## src/rtl/alu_pkg.sv

```systemverilog
// Shared encodings for the multicycle ALU: op codes, FSM states, op-class helper.
// Latency: n/a (declarations only).
// Backpressure: n/a (declarations only).
package alu_pkg;

  localparam logic [2:0] ALU_ADD = 3'b000;
  localparam logic [2:0] ALU_SUB = 3'b001;
  localparam logic [2:0] ALU_AND = 3'b010;
  localparam logic [2:0] ALU_OR  = 3'b011;
  localparam logic [2:0] ALU_XOR = 3'b100;
  localparam logic [2:0] ALU_SLT = 3'b101;

  typedef enum logic [1:0] {
    IDLE   = 2'd0,
    RUN    = 2'd1,
    FINISH = 2'd2
  } state_t;

  // Ops whose digits go through the adder and update the running carry.
  function automatic logic is_arith(input logic [2:0] op);
    return (op == ALU_ADD) || (op == ALU_SUB) || (op == ALU_SLT);
  endfunction

endpackage

```

## src/rtl/FA_str.sv

```systemverilog
// Single-bit structural full adder, the cell of the digit ripple chain.
// Latency: combinational.
// Backpressure: none.
module FA_str (
  input  logic a,
  input  logic b,
  input  logic ci,
  output logic s,
  output logic co
);

  assign s  = a ^ b ^ ci;
  assign co = (a & b) | (ci & (a ^ b));

endmodule

```

## src/rtl/alu_digit.sv

```systemverilog
// One DIGIT-wide ALU slice: ripple adder of FA_str cells plus bitwise AND/OR/XOR.
// Latency: combinational.
// Backpressure: none; the caller holds the carry between digits.
module alu_digit
  import alu_pkg::*;
#(
  parameter int DIGIT = 4
) (
  input  logic [DIGIT-1:0] a,
  input  logic [DIGIT-1:0] b,
  input  logic             ci,
  input  logic [2:0]       op,
  output logic [DIGIT-1:0] y,
  output logic             co,
  output logic             c_msb
);

  logic [DIGIT:0]   c;
  logic [DIGIT-1:0] sum;

  assign c[0] = ci;

  for (genvar i = 0; i < DIGIT; i++) begin : g_fa
    FA_str u_fa (
      .a  (a[i]),
      .b  (b[i]),
      .ci (c[i]),
      .s  (sum[i]),
      .co (c[i+1])
    );
  end

  // Carry into the top bit is only meaningful on the most significant digit.
  assign co    = c[DIGIT];
  assign c_msb = c[DIGIT-1];

  // Pick the bitwise result for logic ops, the adder sum otherwise.
  always_comb begin
    y = sum;
    case (op)
      ALU_AND: y = a & b;
      ALU_OR:  y = a | b;
      ALU_XOR: y = a ^ b;
      default: y = sum;
    endcase
  end

endmodule

```

## src/rtl/multicycle_alu.sv

```systemverilog
// Digit-serial integer ALU (ADD/SUB/AND/OR/XOR, optional SLT via MULTICYCLE_ALU_SLT_EN).
// Latency: WIDTH/DIGIT digit cycles plus one finish cycle from the accepting edge to done.
// Backpressure: start only sampled in IDLE; start while busy is dropped, no queueing.
module multicycle_alu
  import alu_pkg::*;
#(
  parameter int WIDTH = 32,
  parameter int DIGIT = 4
) (
  input  logic             clk,
  input  logic             rst,
  input  logic             start,
  input  logic [2:0]       op,
  input  logic [WIDTH-1:0] a,
  input  logic [WIDTH-1:0] b,
  output logic             busy,
  output logic             done,
  output logic [WIDTH-1:0] result,
  output logic             zero,
  output logic             carry,
  output logic             overflow
);

  localparam int N  = WIDTH / DIGIT;
  localparam int CW = $clog2(N + 1);

  state_t           state, state_nxt;
  logic [WIDTH-1:0] sa, sb, rsr;
  logic [2:0]       op_q;
  logic             cy_q, ovf_q;
  logic [CW-1:0]    cnt;
  logic             accept, last_dig, sub_req;
  logic [DIGIT-1:0] dig_y;
  logic             dig_co, dig_cm;
  logic [WIDTH-1:0] fin_res;
  logic             fin_c, fin_v;

`ifdef MULTICYCLE_ALU_SLT_EN
  assign sub_req = (op == ALU_SUB) || (op == ALU_SLT);
`else
  assign sub_req = (op == ALU_SUB);
`endif

  alu_digit #(.DIGIT(DIGIT)) u_digit (
    .a     (sa[DIGIT-1:0]),
    .b     (sb[DIGIT-1:0]),
    .ci    (cy_q),
    .op    (op_q),
    .y     (dig_y),
    .co    (dig_co),
    .c_msb (dig_cm)
  );

  // FSM state register.
  always_ff @(posedge clk or posedge rst) begin
    if (rst) state <= IDLE;
    else     state <= state_nxt;
  end

  // FSM next-state: one RUN cycle per digit, then a single FINISH cycle.
  always_comb begin
    state_nxt = state;
    case (state)
      IDLE:    if (start) state_nxt = RUN;
      RUN:     if (last_dig) state_nxt = FINISH;
      FINISH:  state_nxt = IDLE;
      default: state_nxt = IDLE;
    endcase
  end

  // FSM outputs: busy covers RUN and FINISH, so it drops in the done cycle.
  always_comb begin
    busy     = (state != IDLE);
    accept   = (state == IDLE) && start;
    last_dig = (state == RUN) && (cnt == CW'(N - 1));
  end

  // Operand shift registers, carry flop, digit counter and MSB overflow capture.
  always_ff @(posedge clk or posedge rst) begin
    if (rst) begin
      sa    <= '0;
      sb    <= '0;
      rsr   <= '0;
      op_q  <= '0;
      cy_q  <= 1'b0;
      ovf_q <= 1'b0;
      cnt   <= '0;
    end else if (accept) begin
      sa    <= a;
      sb    <= sub_req ? ~b : b;
      op_q  <= op;
      cy_q  <= sub_req;
      ovf_q <= 1'b0;
      cnt   <= '0;
    end else if (state == RUN) begin
      rsr <= WIDTH'({dig_y, rsr} >> DIGIT);
      sa  <= sa >> DIGIT;
      sb  <= sb >> DIGIT;
      cnt <= cnt + CW'(1);
      if (is_arith(op_q)) cy_q <= dig_co;
      if (last_dig) ovf_q <= dig_cm ^ dig_co;
    end
  end

  // Final result/flag selection; unknown ops collapse to zero with clear flags.
  always_comb begin
    fin_res = '0;
    fin_c   = 1'b0;
    fin_v   = 1'b0;
    case (op_q)
      ALU_ADD, ALU_SUB: begin
        fin_res = rsr;
        fin_c   = cy_q;
        fin_v   = ovf_q;
      end
      ALU_AND, ALU_OR, ALU_XOR: fin_res = rsr;
`ifdef MULTICYCLE_ALU_SLT_EN
      ALU_SLT: fin_res = {{(WIDTH-1){1'b0}}, rsr[WIDTH-1] ^ ovf_q};
`endif
      default: fin_res = '0;
    endcase
  end

  // Output registers, loaded once per operation in FINISH with a one-cycle done.
  always_ff @(posedge clk or posedge rst) begin
    if (rst) begin
      result   <= '0;
      zero     <= 1'b0;
      carry    <= 1'b0;
      overflow <= 1'b0;
      done     <= 1'b0;
    end else if (state == FINISH) begin
      result   <= fin_res;
      zero     <= (fin_res == '0);
      carry    <= fin_c;
      overflow <= fin_v;
      done     <= 1'b1;
    end else begin
      done <= 1'b0;
    end
  end

endmodule

```

## config.mk

```make
export PLATFORM = sky130hd
export DESIGN_NAME = multicycle_alu
export DESIGN_NICKNAME = d
export VERILOG_FILES = /design/src/rtl/alu_pkg.sv /design/src/rtl/FA_str.sv /design/src/rtl/alu_digit.sv /design/src/rtl/multicycle_alu.sv
export SDC_FILE = /design/constraint.sdc
export NUM_CORES = 1
export LEC_CHECK = 0
export CORE_MARGIN = 1.5
export CORE_UTILIZATION = 45
export CTS_CLUSTER_SIZE = 28
export DETAILED_ROUTE_END_ITERATION = 6
export PLACE_DENSITY = 0.78
export SLEW_MARGIN = 40
export SYNTH_ARGS = -nofsm -noshare
export SYNTH_HDL_FRONTEND = slang
export SYNTH_SLANG_ARGS = --single-unit
```

## constraint.sdc

```tcl
create_clock -name clk -period 8 [get_ports clk]
set_input_delay 1.6 -clock clk [delete_from_list [all_inputs] [get_ports clk]]
set_output_delay 1.6 -clock clk [all_outputs]
set_load 0.05 [all_outputs]
```

m1.png
Scale: 3 px per um. Supply wires on this layer in grey.
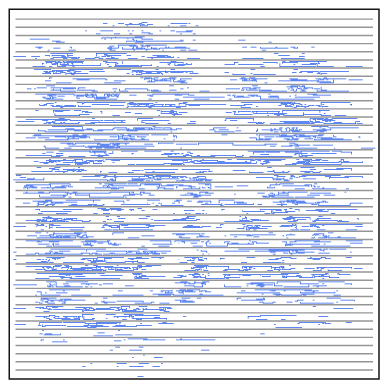
The wires run mostly horizontal. 713 nets have wire on it. The longest straight run is 28.5 um. The layer holds 43% of the routed length.

m2.png
Scale: 2 px per um. Cells faint in the background.
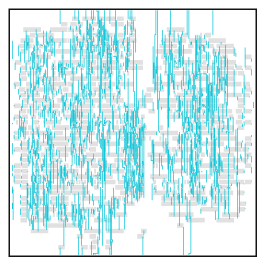
The wires run mostly vertical. The longest straight run is 49.5 um.

m3.png
Scale: 3 px per um.
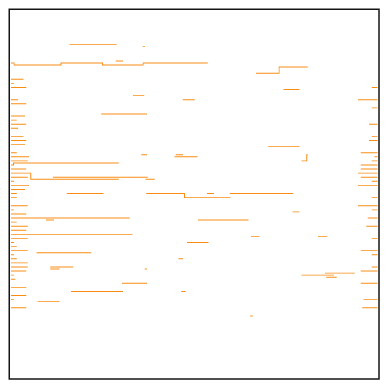
The wires run mostly horizontal. The longest straight run is 40.2 um. 95 nets have wire on it. The layer carries 775 um of wire. The layer holds 5.5% of the routed length.

==> results.cfg <==
; yosys + openroad results
[logic_synthesis]
syn_area_mm2 = 0.00645
ys_sh_mux_pct = 0.310
synth_chip_area_mm2 = 0.00645
top_area_share_pct = 55.5
ys_sh_adder_pct = 2.99
flop_cell = dfrtp_1
syn_nets = 747
ys_top_logic_family = simple AND/OR/NAND/NOR gates
synthSimpleGateAreaFrac_pct = 17.9
ys_seq_share_pct = 55.5
top_area_cell = dfrtp_1

[outcome]
run_status = finished, final reports clean

[route]
wl_met3_um = 775
route.top_layer_used = met4
wl_met1_um = 6100
drt-pass1-iter-count = 4
routed_via_density = 5.33
num_vias = 5018
drt-initial-drc-count = 365
ant_nets = 0

[sta]
finalCritPeriodShare_pct = 43.8
tightest_slew_ns = 0.716
setup_viol = 0
max_freq_mhz = 285
hold_viol = 0
max_slew_margin_pct = 52.3
finalCriticalPeriod_ns = 3.51
fin_skew_ns = 0.00838

[worst_setup_path]
arrival_ns = 1.91
critPathKind = reg2out
endpoint_kind = output port
worstPathRequired_ns = 6.40

[final_layout]
drive_above_1_share_pct = 6.44
diodes = 0
syn_to_final_growth_pct = 27.1
layout.nets = 831
layout_top_cell = nand2_1

[place]
hpwl_um = 9250
io_buffers = 106
place.gp.congestion = 0.836

[clock_tree]
clkSlewWorstSetupHoldPaths_ns = 0.06
clockBufferDepth = 2
cts_tree = built
insertion_delay_ns = 0.42
post_cts_resized = 0
postCtsSetupBuffers = 0

[grt]
grt_pass1_vias = 4882
grt.total_usage_pct = 20.2
grt_start_max_net_pins = 87
grtUsageMet1_pct = 25.5

[job]
cap_violations = 0
tool_warnings = 30

[floorplanning]
die_x_um = 123

[power]
power_density_mw_per_mm2 = 435

[hold_path]
hold_path.class = reg2reg
==> report_power, final <==
part           internal (mW)  switching (mW)
clock                  0.498           0.297
sequential              1.06           0.271
combinational          0.563           0.881
==> area by class of cell <==
type,instances,area (um^2),share of cell area [%]
clock buffers,22,494,6.03
clock inverters,10,109,1.33
inverters,15,61.3,0.748
multi-input cells,458,2610,31.8
flip-flops and latches,143,3580,43.7
well taps,180,225,2.75
repair buffers,113,1120,13.7
==> path summary, 6_finish.rpt <==
path	depth (start not counted)	end	slack, ns	start
min in group asynchronous	2	sa[1]	1.60	rst
setup / recovery	3	busy	4.49	state[1]
setup reg to reg	10	rsr[31]	5.14	sb[0]
max in group asynchronous	3	result[27]	5.28	rst
hold / removal	2	sa[21]	0.48	sa[21]
hold reg to reg	2	sa[21]	0.48	sa[21]
==> flip-flops by register name, indices dropped and copies added (netlist names), 2 cells and up <==
name and flops:
cnt 4, op_q 3, result 32, rsr 32, sa 32, sb 32, state 2
==> critical path: stages (launching register included) <==
cell and delay (ns):
dfrtp_1 0.46, nor2_1 0.26, inv_1 0.06, clkdlybuf4s50_1 0.70
==> synthesized netlist by cell type, drive strengths merged (9+ instances only) <==
cell,instances
a22o,34
a22oi,24
a31oi,28
buf,38
clkbuf,10
dfrtp,143
ha,9
inv,15
nand2,212
nor2,41
nor3,9
o21ai,15
xor2,29
==> through the flow <==
stage                     cells  setup WS (ns)  area (um^2)  power [mW]  utilization, %
after floorplan             664           2.56         6450        2.36               -
after global placement      909           4.39         7580        2.70            54.4
after detailed placement    909           4.64         7590        2.78            54.5
after CTS                   941           4.46         8190        3.59            58.8
after global routing        941           4.39         8200        3.80            58.8
final                       941           4.49         8200        3.57            58.8
Power figures rest on the tool's default switching activity, not on a simulated workload.
